## config.mk

```make
export PLATFORM = sky130hd
export DESIGN_NAME = sram_arbiter
export DESIGN_NICKNAME = d
export VERILOG_FILES = /design/src/rtl/sram_arbiter.sv
export SDC_FILE = /design/constraint.sdc
export NUM_CORES = 1
export LEC_CHECK = 0
export CORE_MARGIN = 2
export CORE_UTILIZATION = 40
export DETAILED_ROUTE_END_ITERATION = 16
export PLACE_DENSITY = 0.8
export SYNTH_ARGS = -nofsm -noshare
export SYNTH_HDL_FRONTEND = slang
export SYNTH_SLANG_ARGS = --single-unit
```

## constraint.sdc

```tcl
create_clock -name clk -period 3 [get_ports clk]
set_input_delay 0.75 -clock clk [delete_from_list [all_inputs] [get_ports clk]]
set_output_delay 0.75 -clock clk [all_outputs]
set_load 0.02 [all_outputs]
```

## src/rtl/sram_arbiter.sv

```systemverilog
// sram_arbiter: shares one single-port SRAM between the display fetch path and the cpu.
// Display reads win arbitration; cpu loads/stores take the remaining slots. One access
// at a time, ACC_CYCLES cycles long, with active-low CE/OE/WE driven from registered state.
// Optional macro SRAM_ARB_FAIRNESS_EN: after MAX_DISP_BURST display grants with cpu_req
// pending, the cpu is forced the next slot. Undefined: strict display priority.
// Ports:
//   clk, rst (sync, active-low)
//   disp_req/disp_addr -> disp_gnt, disp_rvalid, disp_rdata  (display reads)
//   cpu_req/cpu_we/cpu_addr/cpu_wdata -> cpu_gnt, cpu_rvalid, cpu_rdata (cpu loads/stores)
//   sram_ce_n/oe_n/we_n, sram_addr, sram_din -> SRAM; sram_dout <- SRAM
module sram_arbiter #(
  parameter int ADDR_W         = 16,
  parameter int DATA_W         = 16,
  parameter int ACC_CYCLES     = 2,
  parameter int MAX_DISP_BURST = 4
) (
  input  logic              clk,
  input  logic              rst,
  input  logic              disp_req,
  input  logic [ADDR_W-1:0] disp_addr,
  output logic              disp_gnt,
  output logic              disp_rvalid,
  output logic [DATA_W-1:0] disp_rdata,
  input  logic              cpu_req,
  input  logic              cpu_we,
  input  logic [ADDR_W-1:0] cpu_addr,
  input  logic [DATA_W-1:0] cpu_wdata,
  output logic              cpu_gnt,
  output logic              cpu_rvalid,
  output logic [DATA_W-1:0] cpu_rdata,
  output logic              sram_ce_n,
  output logic              sram_oe_n,
  output logic              sram_we_n,
  output logic [ADDR_W-1:0] sram_addr,
  output logic [DATA_W-1:0] sram_din,
  input  logic [DATA_W-1:0] sram_dout
);
  localparam int CW = $clog2(ACC_CYCLES);
  localparam logic [CW-1:0] LAST = CW'(ACC_CYCLES - 1);
  localparam logic [0:0] IDLE = 1'b0;
  localparam logic [0:0] ACC  = 1'b1;
  if (ACC_CYCLES < 2 || MAX_DISP_BURST < 1) begin : g_bad_cfg
    $error("sram_arbiter: ACC_CYCLES must be >= 2 and MAX_DISP_BURST >= 1");
  end
  logic [0:0]        st;
  logic [CW-1:0]     cnt;
  logic              own_cpu, we_l;
  logic [ADDR_W-1:0] addr_l;
  logic [DATA_W-1:0] wdata_l;
  logic              force_cpu, pick_disp, pick_cpu, acc, last;
`ifdef SRAM_ARB_FAIRNESS_EN
  localparam int BW = $clog2(MAX_DISP_BURST + 1);
  logic [BW-1:0] burst;
  assign force_cpu = cpu_req && burst == BW'(MAX_DISP_BURST);
  // Counts display wins while the cpu is waiting; any other arbitration outcome clears it.
  always_ff @(posedge clk)
    if (!rst) burst <= '0;
    else if (st == IDLE) burst <= (pick_disp && cpu_req) ? burst + BW'(1) : '0;
`else
  assign force_cpu = 1'b0;
`endif
  assign pick_disp = disp_req && !force_cpu;
  assign pick_cpu  = cpu_req && !pick_disp;
  assign acc       = st == ACC;
  assign last      = cnt == LAST;
  always_ff @(posedge clk) begin
    if (!rst) begin
      st          <= IDLE;
      cnt         <= '0;
      own_cpu     <= 1'b0;
      we_l        <= 1'b0;
      addr_l      <= '0;
      wdata_l     <= '0;
      disp_gnt    <= 1'b0;
      cpu_gnt     <= 1'b0;
      disp_rvalid <= 1'b0;
      cpu_rvalid  <= 1'b0;
      disp_rdata  <= '0;
      cpu_rdata   <= '0;
    end else begin
      disp_gnt    <= 1'b0;
      cpu_gnt     <= 1'b0;
      disp_rvalid <= 1'b0;
      cpu_rvalid  <= 1'b0;
      if (st == IDLE) begin
        if (pick_disp || pick_cpu) begin
          st       <= ACC;
          cnt      <= '0;
          own_cpu  <= pick_cpu;
          we_l     <= pick_cpu && cpu_we;
          addr_l   <= pick_cpu ? cpu_addr : disp_addr;
          wdata_l  <= cpu_wdata;
          disp_gnt <= pick_disp;
          cpu_gnt  <= pick_cpu;
        end
      end else if (last) begin
        st <= IDLE;
        // Only the owning port's read data register is touched.
        if (!we_l && own_cpu) begin
          cpu_rdata  <= sram_dout;
          cpu_rvalid <= 1'b1;
        end
        if (!we_l && !own_cpu) begin
          disp_rdata  <= sram_dout;
          disp_rvalid <= 1'b1;
        end
      end else begin
        cnt <= cnt + CW'(1);
      end
    end
  end
  // WE is released in the final access cycle so address and data are held past the write.
  assign sram_ce_n = !acc;
  assign sram_oe_n = !(acc && !we_l);
  assign sram_we_n = !(acc && we_l && !last);
  assign sram_addr = acc ? addr_l : '0;
  assign sram_din  = (acc && we_l) ? wdata_l : '0;
endmodule

```

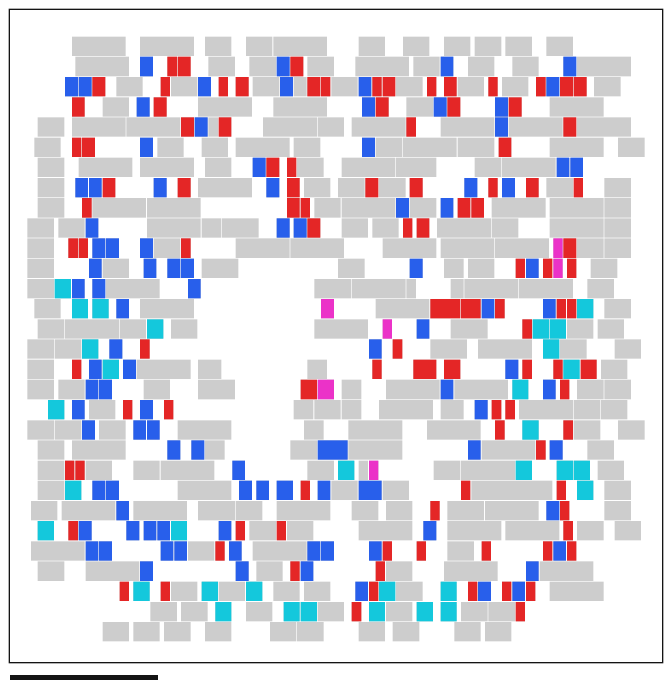
Figure 1: run 1, selected gate families.
Bar = 20 um.
- nand cells: red (cells 105; where spread over the die)
- and/or cells: cyan (cells 33)
- nor cells: magenta (cells 6)
- aoi and oai cells: blue (cells 100; where spread over the die)

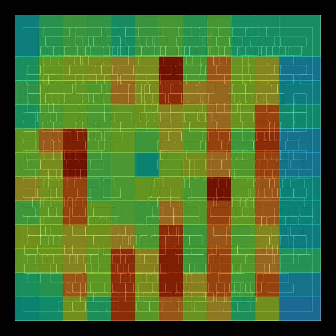
Figure 2: run 1, routing congestion map.
average routed wire per standard cell: 13.47 um
final standard cell utilization of the core: 0.6540
met3 track utilization from global routing: 0.04336

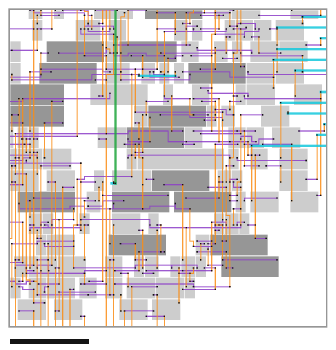
Figure 3: run 1, layout detail.
Bar = 10 um. Region (46, 2) to (86, 42) um. Cells in gray, sequential cells in the stronger gray; small squares are vias.
- M3: cyan
- M1: purple
- M2: orange
- M4: green
- cells with their middle in the window: 106
- most frequent: clkdlybuf4s50_1 (27), nand2_1 (26), dfxtp_1 (15)
- netlist names of flops here include: wdata_l (12)
- sequential cells in the window: 15

==> summary.rpt, run 1 <==
IMPLEMENTATION SUMMARY REPORT
----------------------------------------------------
[Global route]
  Maximum number of pins on one net before global-route repair ........................ 37
  Met1 track demand over resource in global routing ........................ 0.2338
  Met2 demand-to-capacity share in global routing ........................ 0.3533
  Number of antenna violations at the first check in global routing ........................ 0
  GRT Residual Overflow ........................ 0

[Yosys]
  Largest cells by area ........................ dfxtp_1, nand2_1, a21oi_1
  Max-area cell share ........................ 0.5125
  Number of standard cells reported by yosys ........................ 351
  Average cell area after synthesis ........................ 8.013 um2
  AND-OR/OR-AND Cells, Area Fraction ........................ 0.1855
  Number of library cell types mapped by synthesis ........................ 25
  Synthesis Warnings ........................ 0
  Share of the synthesized netlist area taken by xor and xnor gates ........................ 0
  Biggest area consumer among synthesized cells ........................ dfxtp_1

[Detailed routing]
  Initial DRC count ........................ 95
  Routed vias/inst ........................ 4.950
  Met2 wire length ........................ 3855 um

[Die]
  Number of core rows ........................ 30
  Die extent in y ........................ 87.86 um
  Floorplan die width ........................ 87.86 um
  Die area ........................ 0.007719 mm2

[Final timing]
  Period utilisation layout ........................ 0.9095
  Final Max-Slew Violation Tally ........................ 0
  Highest clock rate ........................ 366.5 MHz
  Min Tclk post-route ........................ 2728 ps

[Layout]
  Tally of non-filler cells in the final layout ........................ 578
  Comb gate area ........................ 0.001212 mm2
  Comb gates ........................ 245
  Filler cell count in the final layout ........................ 592
  Number of nets in the layout ........................ 546
  Most common cell after layout, fill and taps aside ........................ clkdlybuf4s50_1

[Worst hold path]
  Class of the tightest hold or removal check ........................ reg2reg
  Capture endpoint of the worst hold path ........................ wdata_l[15]
  Worst hold path stage count ........................ 2
  Startpoint of the tightest hold check path ........................ wdata_l[15]

[Critical path]
  Worst stage delay on the critical path ........................ 650 ps
  Type of element capturing the critical path ........................ output port
  Worst-path fanout max ........................ 24
  Setup crit start kind ........................ flip-flop
  Critical path's slowest cell ........................ dfxtp_1

[Placement]
  Placed Cells ........................ 561
  RePlAce Congestion ........................ 0.7599

[Pwr]
  Seq. pwr ........................ 1030 uW
  Worst-case vdd ir drop ........................ 0.0002751 V
  Clk power ........................ 745 uW

[CTS]
  Clock tree root buffer cell ........................ clkbuf_8
  Hold_buf cts ........................ 0
  Clock network latency to the later pin of the worst-skew pair ........................ 340 ps
  Number of sinks driven by the clock tree ........................ 72

[Job]
  Tally of max-capacitance violations ........................ 0

[Run status]
  Status ........................ finished, final reports clean

----------------------------------------------------
==> inputs of run 2 (changes only) <==
--- a/config.mk
+++ b/config.mk
@@ -6,9 +6,8 @@
 export NUM_CORES = 1
 export LEC_CHECK = 0
 export CORE_MARGIN = 2
-export CORE_UTILIZATION = 40
+export CORE_UTILIZATION = 27
 export DETAILED_ROUTE_END_ITERATION = 16
-export PLACE_DENSITY = 0.8
 export SYNTH_ARGS = -nofsm -noshare
 export SYNTH_HDL_FRONTEND = slang
 export SYNTH_SLANG_ARGS = --single-unit
==> constraint.sdc (replaced) <==
create_clock -name clk -period 3.35 [get_ports clk]
set_input_delay 0.8375 -clock clk [delete_from_list [all_inputs] [get_ports clk]]
set_output_delay 0.8375 -clock clk [all_outputs]
set_load 0.02 [all_outputs]
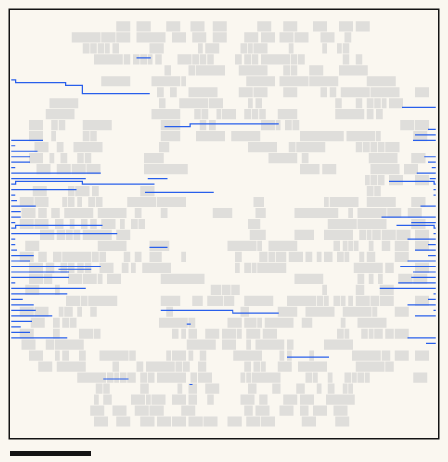
Figure 4: run 2, metal 3.
Bar = 20 um.
- main direction: horizontal
- nets with wire on the layer: 78
- longest straight run: 26.0 um
- wire length on this layer: 631 um

==> summary.rpt, run 2 <==
IMPLEMENTATION SUMMARY REPORT
----------------------------------------------------
[Layout]
  Data buffer area share ........................ 0.3202
  Final standard cell utilization of the core ........................ 0.4454 (-0.2086)
  Comb gates ........................ 245 (unchanged)
  Filler cell count in the final layout ........................ 1014 (+71%)
  Most common cell after layout, fill and taps aside ........................ clkdlybuf4s50_1
  Top logic cells by instance count in the layout ........................ clkdlybuf4s50_1, dfxtp_1, nand2_1
  Inverters ........................ 2
  Comb gate area ........................ 0.001212 mm2 (unchanged)
  Number of nets in the layout ........................ 546 (unchanged)
  Tally of non-filler cells in the final layout ........................ 617 (+6.7%)

[Critical path]
  Worst-path fanout max ........................ 30 (+25%)
  Type of element capturing the critical path ........................ output port
  Critical path's slowest cell ........................ clkdlybuf4s50_1
  Setup crit start kind ........................ flip-flop
  Setup slack of the most critical reg-to-reg path ........................ 1550 ps

[Yosys]
  Synth top cell by count ........................ dfxtp_1
  Number of standard cells reported by yosys ........................ 351 (unchanged)
  Number of library cell types mapped by synthesis ........................ 25 (unchanged)
  AND-OR/OR-AND Cells, Area Fraction ........................ 0.1855 (unchanged)
  Biggest area consumer among synthesized cells ........................ dfxtp_1
  Share of the synthesized netlist area taken by xor and xnor gates ........................ 0 (unchanged)
  Largest cells by area ........................ dfxtp_1, nand2_1, a21oi_1
  Average cell area after synthesis ........................ 8.013 um2 (unchanged)
  Max-area cell share ........................ 0.5125 (unchanged)
  Netlist area before placement ........................ 0.002813 mm2
  Synthesis Warnings ........................ 0 (unchanged)

[Worst hold path]
  Worst hold path stage count ........................ 2 (unchanged)
  Capture endpoint of the worst hold path ........................ wdata_l[6]
  Startpoint of the tightest hold check path ........................ wdata_l[6]
  Class of the tightest hold or removal check ........................ reg2reg

[Placement]
  Placed Cells ........................ 602 (+7.3%)
  Worst slack, placed ........................ 869.2 ps
  RePlAce Congestion ........................ 0.7779 (+2.4%)

[Final timing]
  Min Tclk post-route ........................ 2832 ps
  Period utilisation layout ........................ 0.8455
  Highest clock rate ........................ 353.0 MHz
  Final Max-Slew Violation Tally ........................ 0 (unchanged)

[CTS]
  Clock tree root buffer cell ........................ clkbuf_8
  Number of sinks driven by the clock tree ........................ 72 (unchanged)
  Clock network latency to the later pin of the worst-skew pair ........................ 340 ps (about the same)
  Hold_buf cts ........................ 0 (unchanged)

[Detailed routing]
  Highest metal layer with signal wires ........................ met4
  Initial DRC count ........................ 98 (+3.2%)
  Average routed wire per standard cell ........................ 13.29 um (-1.3%)
  Post-Route M1 WL ........................ 3821 um
  Routed vias/inst ........................ 4.572 (-7.6%)

[Pwr]
  Worst-case vdd ir drop ........................ 0.0001709 V (-38%)
  Clk power ........................ 907 uW (+22%)
  Seq. pwr ........................ 925 uW (-10%)
  Internal ........................ 1641 uW

[Global route]
  Maximum number of pins on one net before global-route repair ........................ 45 (+22%)
  Number of antenna violations at the first check in global routing ........................ 0 (unchanged)
  Met3 track utilization from global routing ........................ 0.05825 (+0.01489)
  GRT Residual Overflow ........................ 0 (unchanged)
  Met1 track demand over resource in global routing ........................ 0.1839 (-0.04997)

[Die]
  Die extent in y ........................ 106.1 um (+21%)
  Number of core rows ........................ 37 (+23%)
  Die area ........................ 0.01125 mm2 (+46%)
  Number of tap cells added at floorplan ........................ 136
  Floorplan die width ........................ 106.1 um (+21%)

[Job]
  Tally of max-capacitance violations ........................ 0 (unchanged)

[Run status]
  Status ........................ finished, final reports clean

----------------------------------------------------
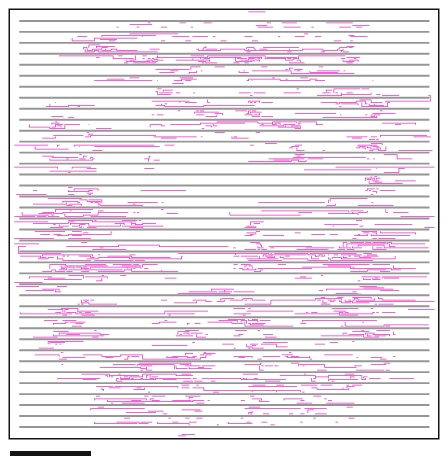
Figure 5: run 2, the metal 1 layer.
Bar = 20 um. Supply wires on this layer in gray.
- wire length on this layer: 3820 um
- nets with wire on the layer: 470
- longest straight run: 24.4 um
total number of vias: 2821
routed wire length: 8199 um

Power figures rest on the tool's default switching activity, not on a simulated workload.
